$ cat src/rtl/legv8_ctrl_pkg.sv
// Shared types and opcode constants for the LEGv8 multicycle control sequencer.
// Holds the FSM state encoding, datapath select encodings and the B.cond evaluator.
package legv8_ctrl_pkg;

    typedef enum logic [2:0] {
        ST_IDLE   = 3'd0,
        ST_FETCH  = 3'd1,
        ST_DECODE = 3'd2,
        ST_EXEC   = 3'd3,
        ST_MEM    = 3'd4,
        ST_WB     = 3'd5,
        ST_TRAP   = 3'd6
    } state_t;

    typedef enum logic [1:0] {
        EXT_DADDR9 = 2'd0,
        EXT_COND19 = 2'd1,
        EXT_BR26   = 2'd2,
        EXT_IMM12  = 2'd3
    } ext_sel_t;

    typedef enum logic [1:0] {
        PC_PLUS4  = 2'd0,
        PC_COND   = 2'd1,
        PC_BRANCH = 2'd2
    } pc_sel_t;

    typedef enum logic [2:0] {
        ALU_ADD    = 3'd0,
        ALU_SUB    = 3'd1,
        ALU_AND    = 3'd2,
        ALU_PASS_B = 3'd3
    } alu_op_t;

    typedef enum logic [3:0] {
        CLS_ADDI,
        CLS_ADDS,
        CLS_SUBS,
        CLS_AND,
        CLS_LDUR,
        CLS_STUR,
        CLS_B,
        CLS_BCOND,
        CLS_CBZ,
        CLS_ILLEGAL
    } instr_class_t;

    typedef struct packed {
        logic n;
        logic z;
        logic c;
        logic v;
    } nzcv_t;

    // Opcode fields, left-aligned at instruction bit 31.
    localparam logic [9:0]  OP_ADDI  = 10'b1001000100;
    localparam logic [10:0] OP_ADDS  = 11'b10101011000;
    localparam logic [10:0] OP_SUBS  = 11'b11101011000;
    localparam logic [10:0] OP_AND   = 11'b10001010000;
    localparam logic [10:0] OP_LDUR  = 11'b11111000010;
    localparam logic [10:0] OP_STUR  = 11'b11111000000;
    localparam logic [5:0]  OP_B     = 6'b000101;
    localparam logic [7:0]  OP_BCOND = 8'b01010100;
    localparam logic [7:0]  OP_CBZ   = 8'b10110100;

    localparam logic [3:0]  COND_EQ  = 4'b0000;
    localparam logic [3:0]  COND_LT  = 4'b1011;

    // Only EQ and LT can ever be taken; every other condition falls through.
    function automatic logic cond_taken(input logic [3:0] cond, input nzcv_t f);
        case (cond)
            COND_EQ: return f.z;
            COND_LT: return f.n ^ f.v;
            default: return 1'b0;
        endcase
    endfunction

endpackage

$ cat src/rtl/legv8_instr_classify.sv
// Combinational opcode classifier: maps the top 11 instruction bits to an
// instruction class and flags anything outside the supported subset.
module legv8_instr_classify
    import legv8_ctrl_pkg::*;
(
    input  logic [10:0]  opc,
    output instr_class_t cls,
    output logic         is_illegal
);

    always_comb begin
        cls = CLS_ILLEGAL;
        if (opc[10:1] == OP_ADDI) begin
            cls = CLS_ADDI;
        end else if (opc == OP_ADDS) begin
            cls = CLS_ADDS;
        end else if (opc == OP_SUBS) begin
            cls = CLS_SUBS;
        end else if (opc == OP_AND) begin
            cls = CLS_AND;
        end else if (opc == OP_LDUR) begin
            cls = CLS_LDUR;
        end else if (opc == OP_STUR) begin
            cls = CLS_STUR;
        end else if (opc[10:5] == OP_B) begin
            cls = CLS_B;
        end else if (opc[10:3] == OP_BCOND) begin
            cls = CLS_BCOND;
        end else if (opc[10:3] == OP_CBZ) begin
            cls = CLS_CBZ;
        end
        is_illegal = (cls == CLS_ILLEGAL);
    end

endmodule

$ cat src/rtl/legv8_multicycle_ctrl.sv
// LEGv8 multicycle control sequencer: fetch handshake, decode, EXEC/MEM/WB
// sequencing of the shared datapath, plus the NZCV flag register for B.cond.
module legv8_multicycle_ctrl
    import legv8_ctrl_pkg::*;
(
    input  logic        clk,
    input  logic        reset_n,
    input  logic        run,
    output logic        instr_req,
    input  logic        instr_ack,
    input  logic [31:0] instr,
    input  logic        alu_zero,
    input  logic        alu_neg,
    input  logic        alu_ovf,
    input  logic        alu_carry,
    output logic [1:0]  ext_sel,
    output logic        alu_src,
    output logic [2:0]  alu_op,
    output logic        reg2_loc,
    output logic        dmem_rd,
    output logic        dmem_wr,
    input  logic        dmem_ack,
    output logic        mem_to_reg,
    output logic        reg_wr,
    output logic        pc_wr,
    output logic [1:0]  pc_sel,
    output logic        illegal
);

    state_t       state_q, state_d;
    logic [31:0]  ir_q, ir_d;
    nzcv_t        nzcv_q, nzcv_d;

    instr_class_t cls;
    logic         cls_illegal;

    ext_sel_t     ext_dec;
    logic         alu_src_dec;
    alu_op_t      alu_op_dec;
    logic         reg2_dec;
    logic         in_instr;

    // Operand fields go to the datapath directly; carry is kept in NZCV but no
    // supported condition reads it.
    logic         ctrl_bits_unused;
    assign ctrl_bits_unused = ^{ir_q[20:4], nzcv_q.c};

    legv8_instr_classify u_classify (
        .opc        (ir_q[31:21]),
        .cls        (cls),
        .is_illegal (cls_illegal)
    );

    always_ff @(posedge clk or negedge reset_n) begin
        if (!reset_n) begin
            state_q <= ST_IDLE;
            ir_q    <= '0;
            nzcv_q  <= '0;
        end else begin
            state_q <= state_d;
            ir_q    <= ir_d;
            nzcv_q  <= nzcv_d;
        end
    end

    // Per-instruction datapath selects; depend only on the latched IR so they
    // hold steady for the whole instruction.
    always_comb begin
        ext_dec     = EXT_DADDR9;
        alu_src_dec = 1'b0;
        alu_op_dec  = ALU_ADD;
        reg2_dec    = 1'b0;
        case (cls)
            CLS_ADDI: begin
                ext_dec     = EXT_IMM12;
                alu_src_dec = 1'b1;
            end
            CLS_SUBS:  alu_op_dec = ALU_SUB;
            CLS_AND:   alu_op_dec = ALU_AND;
            CLS_LDUR:  alu_src_dec = 1'b1;
            CLS_STUR: begin
                alu_src_dec = 1'b1;
                reg2_dec    = 1'b1;
            end
            CLS_B:     ext_dec = EXT_BR26;
            CLS_BCOND: ext_dec = EXT_COND19;
            CLS_CBZ: begin
                ext_dec    = EXT_COND19;
                alu_op_dec = ALU_PASS_B;
                reg2_dec   = 1'b1;
            end
            default: ;
        endcase
    end

    always_comb begin
        state_d    = state_q;
        ir_d       = ir_q;
        nzcv_d     = nzcv_q;
        instr_req  = 1'b0;
        ext_sel    = EXT_DADDR9;
        alu_src    = 1'b0;
        alu_op     = ALU_ADD;
        reg2_loc   = 1'b0;
        dmem_rd    = 1'b0;
        dmem_wr    = 1'b0;
        mem_to_reg = 1'b0;
        reg_wr     = 1'b0;
        pc_wr      = 1'b0;
        pc_sel     = PC_PLUS4;
        illegal    = 1'b0;

        in_instr = (state_q == ST_DECODE) || (state_q == ST_EXEC) ||
                   (state_q == ST_MEM)    || (state_q == ST_WB);
        if (in_instr && !cls_illegal) begin
            ext_sel  = ext_dec;
            alu_src  = alu_src_dec;
            alu_op   = alu_op_dec;
            reg2_loc = reg2_dec;
        end

        case (state_q)
            ST_IDLE: begin
                if (run) state_d = ST_FETCH;
            end
            ST_FETCH: begin
                instr_req = 1'b1;
                if (instr_ack) begin
                    ir_d    = instr;
                    state_d = ST_DECODE;
                end
            end
            ST_DECODE: begin
                state_d = cls_illegal ? ST_TRAP : ST_EXEC;
            end
            ST_EXEC: begin
                case (cls)
                    CLS_ADDI, CLS_AND: state_d = ST_WB;
                    CLS_ADDS, CLS_SUBS: begin
                        nzcv_d.n = alu_neg;
                        nzcv_d.z = alu_zero;
                        nzcv_d.c = alu_carry;
                        nzcv_d.v = alu_ovf;
                        state_d  = ST_WB;
                    end
                    CLS_LDUR, CLS_STUR: state_d = ST_MEM;
                    CLS_B: begin
                        pc_wr   = 1'b1;
                        pc_sel  = PC_BRANCH;
                        state_d = ST_FETCH;
                    end
                    CLS_BCOND: begin
                        pc_wr   = 1'b1;
                        pc_sel  = cond_taken(ir_q[3:0], nzcv_q) ? PC_COND : PC_PLUS4;
                        state_d = ST_FETCH;
                    end
                    CLS_CBZ: begin
                        pc_wr   = 1'b1;
                        pc_sel  = alu_zero ? PC_COND : PC_PLUS4;
                        state_d = ST_FETCH;
                    end
                    default: state_d = ST_TRAP;
                endcase
            end
            ST_MEM: begin
                if (cls == CLS_LDUR) begin
                    dmem_rd = 1'b1;
                    if (dmem_ack) state_d = ST_WB;
                end else begin
                    dmem_wr = 1'b1;
                    // Stores retire here: no writeback cycle follows.
                    if (dmem_ack) begin
                        pc_wr   = 1'b1;
                        pc_sel  = PC_PLUS4;
                        state_d = ST_FETCH;
                    end
                end
            end
            ST_WB: begin
                reg_wr     = 1'b1;
                mem_to_reg = (cls == CLS_LDUR);
                pc_wr      = 1'b1;
                pc_sel     = PC_PLUS4;
                state_d    = ST_FETCH;
            end
            ST_TRAP: begin
                illegal = 1'b1;
            end
            default: state_d = ST_IDLE;
        endcase
    end

endmodule

$ cat config.mk
export PLATFORM = sky130hd
export DESIGN_NAME = legv8_multicycle_ctrl
export DESIGN_NICKNAME = d
export VERILOG_FILES = /design/src/rtl/legv8_ctrl_pkg.sv /design/src/rtl/legv8_instr_classify.sv /design/src/rtl/legv8_multicycle_ctrl.sv
export SDC_FILE = /design/constraint.sdc
export NUM_CORES = 1
export LEC_CHECK = 0
export CAP_MARGIN = 20
export CORE_MARGIN = 2
export CORE_UTILIZATION = 30
export CTS_CLUSTER_DIAMETER = 30
export DETAILED_ROUTE_END_ITERATION = 7
export GPL_TIMING_DRIVEN = 0
export PLACE_DENSITY_LB_ADDON = 0.08
export SYNTH_ARGS = -nofsm -noshare
export SYNTH_HDL_FRONTEND = slang
export SYNTH_SLANG_ARGS = --single-unit
$ cat constraint.sdc
create_clock -name clk -period 2.61 [get_ports clk]
set_input_delay 0.522 -clock clk [delete_from_list [all_inputs] [get_ports clk]]
set_output_delay 0.522 -clock clk [all_outputs]
set_load 0.005 [all_outputs]
Fig. 1: clock network drawn from the DEF
The bar under the picture is 20 um long.
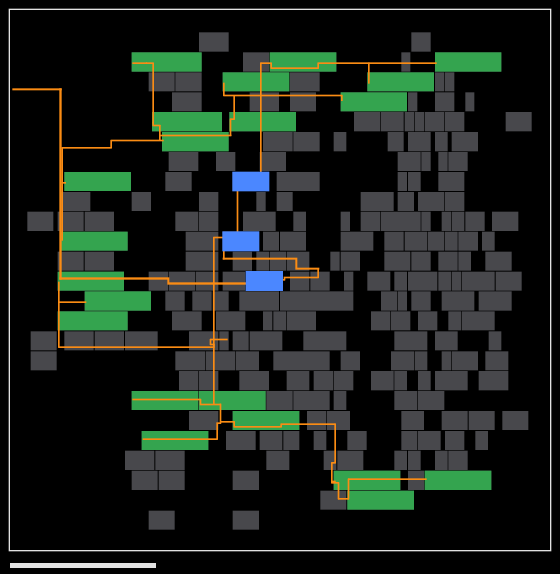
orange -> clock wires  # length 350 um
green -> flip-flops  # count 21
blue -> clock-net drivers  # count 3
routed clock nets = 4

Fig. 2: routing congestion map
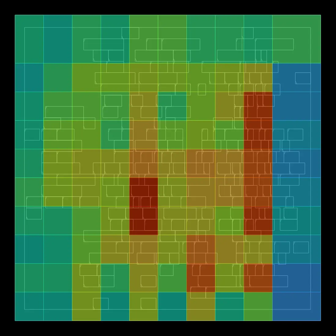
GR Util met1: 0.201
final core utilization: 0.487
GR Util met2: 0.259
Top Usage Layer GRT: met2

Fig. 3: placement by cell class
The bar under the picture is 20 um long.
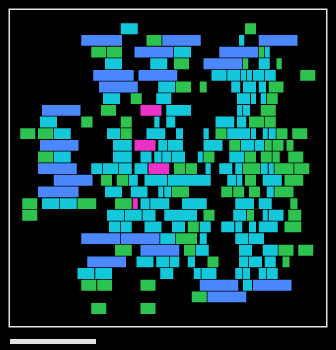
cyan -> remaining logic cells  # cells 120, share of their area 46%
magenta -> clock drivers and dummy loads  # cells 4, share of their area 2.0%
blue -> registers  # cells 21, share of their area 24%
green -> remaining buffers and delay cells  # cells 73, share of their area 28%
fin area: 2280 sq um
sequential cell area share: 0.232

==> impl_metrics.csv <==
group,metric,value,unit
floorplan,die_w,73.7,um
finish,comb_area,1000,sq um
setup_path,crit_slowest_cell,"or4_4",
floorplan,fp_util,0.311,
job,tool_warnings,46,
power,seqPwrFrac,0.385,
floorplan,dieArea,5440,sq um
setup_path,rr_startpoint,"ir_q[26]",
logic_synthesis,floorplan.nets,190,
setup_path,cp_slowest_stage_delay,0.53,ns
power,leakage,0.952,nW
logic_synthesis,synth_chip_area,1460,sq um
finish,final-instance-count-excl-fill,272,
final_timing,fin_setup_tns,-0.125,ns
final_timing,tightest_slew,0.748,ns
setup_path,reg2reg_slack,0.11,ns
cts,clockBufferDepth,2,
cts,path_clk_slew,0.08,ns
logic_synthesis,yosys-top-cells-area,"dfrtp_1 (36%), mux2_2 (12%), nor3_1 (3.1%)",
setup_path,critical_path.endpoint,"alu_op[1]",
detailed_routing,drt_pass1_iterations,4,
detailed_routing,wl_met1,1.94,mm
cts,cts_tree,"built",
logic_synthesis,synth_cells,149,
run_status,violations,"negative setup slack",
cts,cts_buffers,3,
logic_synthesis,top_cells_by_count,"dfrtp_1 (21), mux2_2 (15), nor2_1 (10)",
grt,grt_max_degree,22,
power,p_switching,350,uW
logic_synthesis,netlist.top_cell.by_area,"dfrtp_1",
logic_synthesis,ys_seq_frac,0.360,
floorplan,core,4690,sq um
finish,fillerInstances,447,
cts,cts_root_buf,"clkbuf_8",
power,vdd_drop_max,0.195,mV
logic_synthesis,synth_flops,21,
detailed_routing,wl,4.21,mm
logic_synthesis,synthArstFlopShare,1.00,
final_timing,final_hold_viol_count,0,
grt,grt.overflow.total,0,
setup_path,cp.depth,6,
final_timing,relSlewSlack,0.498,
logic_synthesis,top_cell_area_share,0.360,
final_timing,max_freq,372,MHz
logic_synthesis,yosys_warnings,0,
finish,comb_share,0.438,
detailed_routing,vias_per_cell,5.40,
cts,clock-sinks,21,
finish,layout_top_cell,"clkdlybuf4s50_1",
final_timing,finalMaxSlewViolations,0,
floorplan,die_h,73.7,um
finish,largest_register_ffs,15,
setup_path,cp-start-kind,"flip-flop",
logic_synthesis,top_cell,"dfrtp_1",
finish,num-nonclk-buffers,73,
final_timing,fin_ws,-0.0755,ns
power,p_int,668,uW
finish,top_regs,"ir_q x15, nzcv_q x3, state_q x3",
detailed_routing,drtAntennaViolNets,0,
final_timing,rsz0062_at_grt,"true",
finish,inverters_excl_clock,3,
power,power,1.02,mW
finish,seq_cells,21,
finish,regArea,529,sq um
finish,clock_cell_area_share,0.0197,
logic_synthesis,edf_count,0,
grt,met3_usage,0.0302,
finish,final_net_count,260,
grt,grt_first_pass_wirelength,6.62,mm
final_timing,fin_crit_sh,1.03,
run_status,status,"finished, violations left",
setup_path,path_cells,"or3b_4 -> or4_4 -> nand4_4 -> nor3_4 -> a211oi_2 -> buf_2",
logic_synthesis,synthFlopType,"dfrtp_1",
detailed_routing,drc,0,
finish,final_cell_mix,"clkdlybuf4s50_1 (26), buf_4 (25), dfrtp_1 (18), mux2_2 (15), nor2_1 (10)",
final_timing,skew,0.00588,ns
setup_path,worst-setup-path-type,"flip-flop to primary output",
setup_path,cp_data_required_time,2.09,ns
detailed_routing,num_vias,1468,
logic_synthesis,ys_cells,149,
detailed_routing,dr_wl_met3,200,um
finish,diodes,0,
finish,top_area_cell_class,"combinational gates",
placement,place_congestion,0.814,
placement,dp_slack,-0.383,ns
detailed_routing,drtIter0Drc,43,
setup_path,r2r-end,"state_q[2]",
grt,antenna_found_initial,0,
setup_path,end_kind,"primary output",
grt,grt_pass1_vias,1434,
logic_synthesis,avgSynthCellArea,9.79,sq um
power,powerDensity,446,nW/um^2
detailed_routing,met2WireLength,2.05,mm
final_timing,setup_viol,3,
finish,syn_to_final_growth,56.6,%
detailed_routing,wl_per_cell,15.5,um
floorplan,io_pins,57,
job,drv_cap,0,
placement,place_area,1900,sq um
finish,top_register,"ir_q",
setup_path,crit_family,"simple AND/OR/NAND/NOR gates",
setup_path,crit_arrival,2.16,ns
Fig. 4: where the registers sit
The bar under the picture is 20 um long.
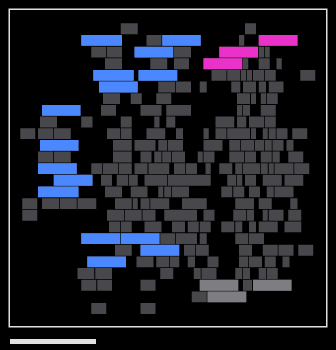
magenta -> state_q  # sequential cells 3
blue -> ir_q  # sequential cells 15

Fig. 5: gate-type map
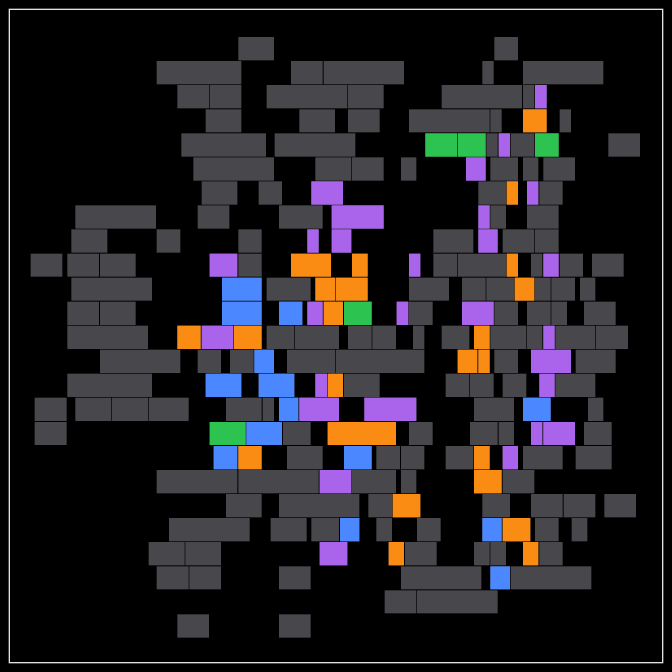
blue -> and/or cells  # cells 14, most used and3_1
purple -> nor cells  # cells 28, most used nor2_1
green -> non-inverting ao/oa cells  # cells 5
orange -> nand cells  # cells 23, most used nand3_1

cells by family after synthesis:
kind of cell           after synthesis  share of synthesized area
AND/OR/NAND/NOR                     65                      0.288
AND-OR/OR-AND                       31                      0.167
flip-flops                          21                      0.360
multiplexers                        18                      0.136
buffers and inverters               11                     0.0334
XOR/XNOR                             2                     0.0120
other                                1                    0.00257
timing repair:
item,in CTS,in global routing
setup buffers,20,8
resized,47,20
pin swaps,11,18
setup endpoints to repair,11,12
hold buffers,0,0
power groups by stage:
stage / combinational (mW) / sequential [mW] / clock [mW]
6_report: 0.401 / 0.392 / 0.225
3_3_place_gp: 0.330 / 0.396 / 0
4_1_cts: 0.365 / 0.392 / 0.225
3_5_place_dp: 0.333 / 0.399 / 0
2_1_floorplan: 0.215 / 0.389 / 0
5_1_grt: 0.436 / 0.399 / 0.240
Power figures rest on the tool's default switching activity, not on a simulated workload.
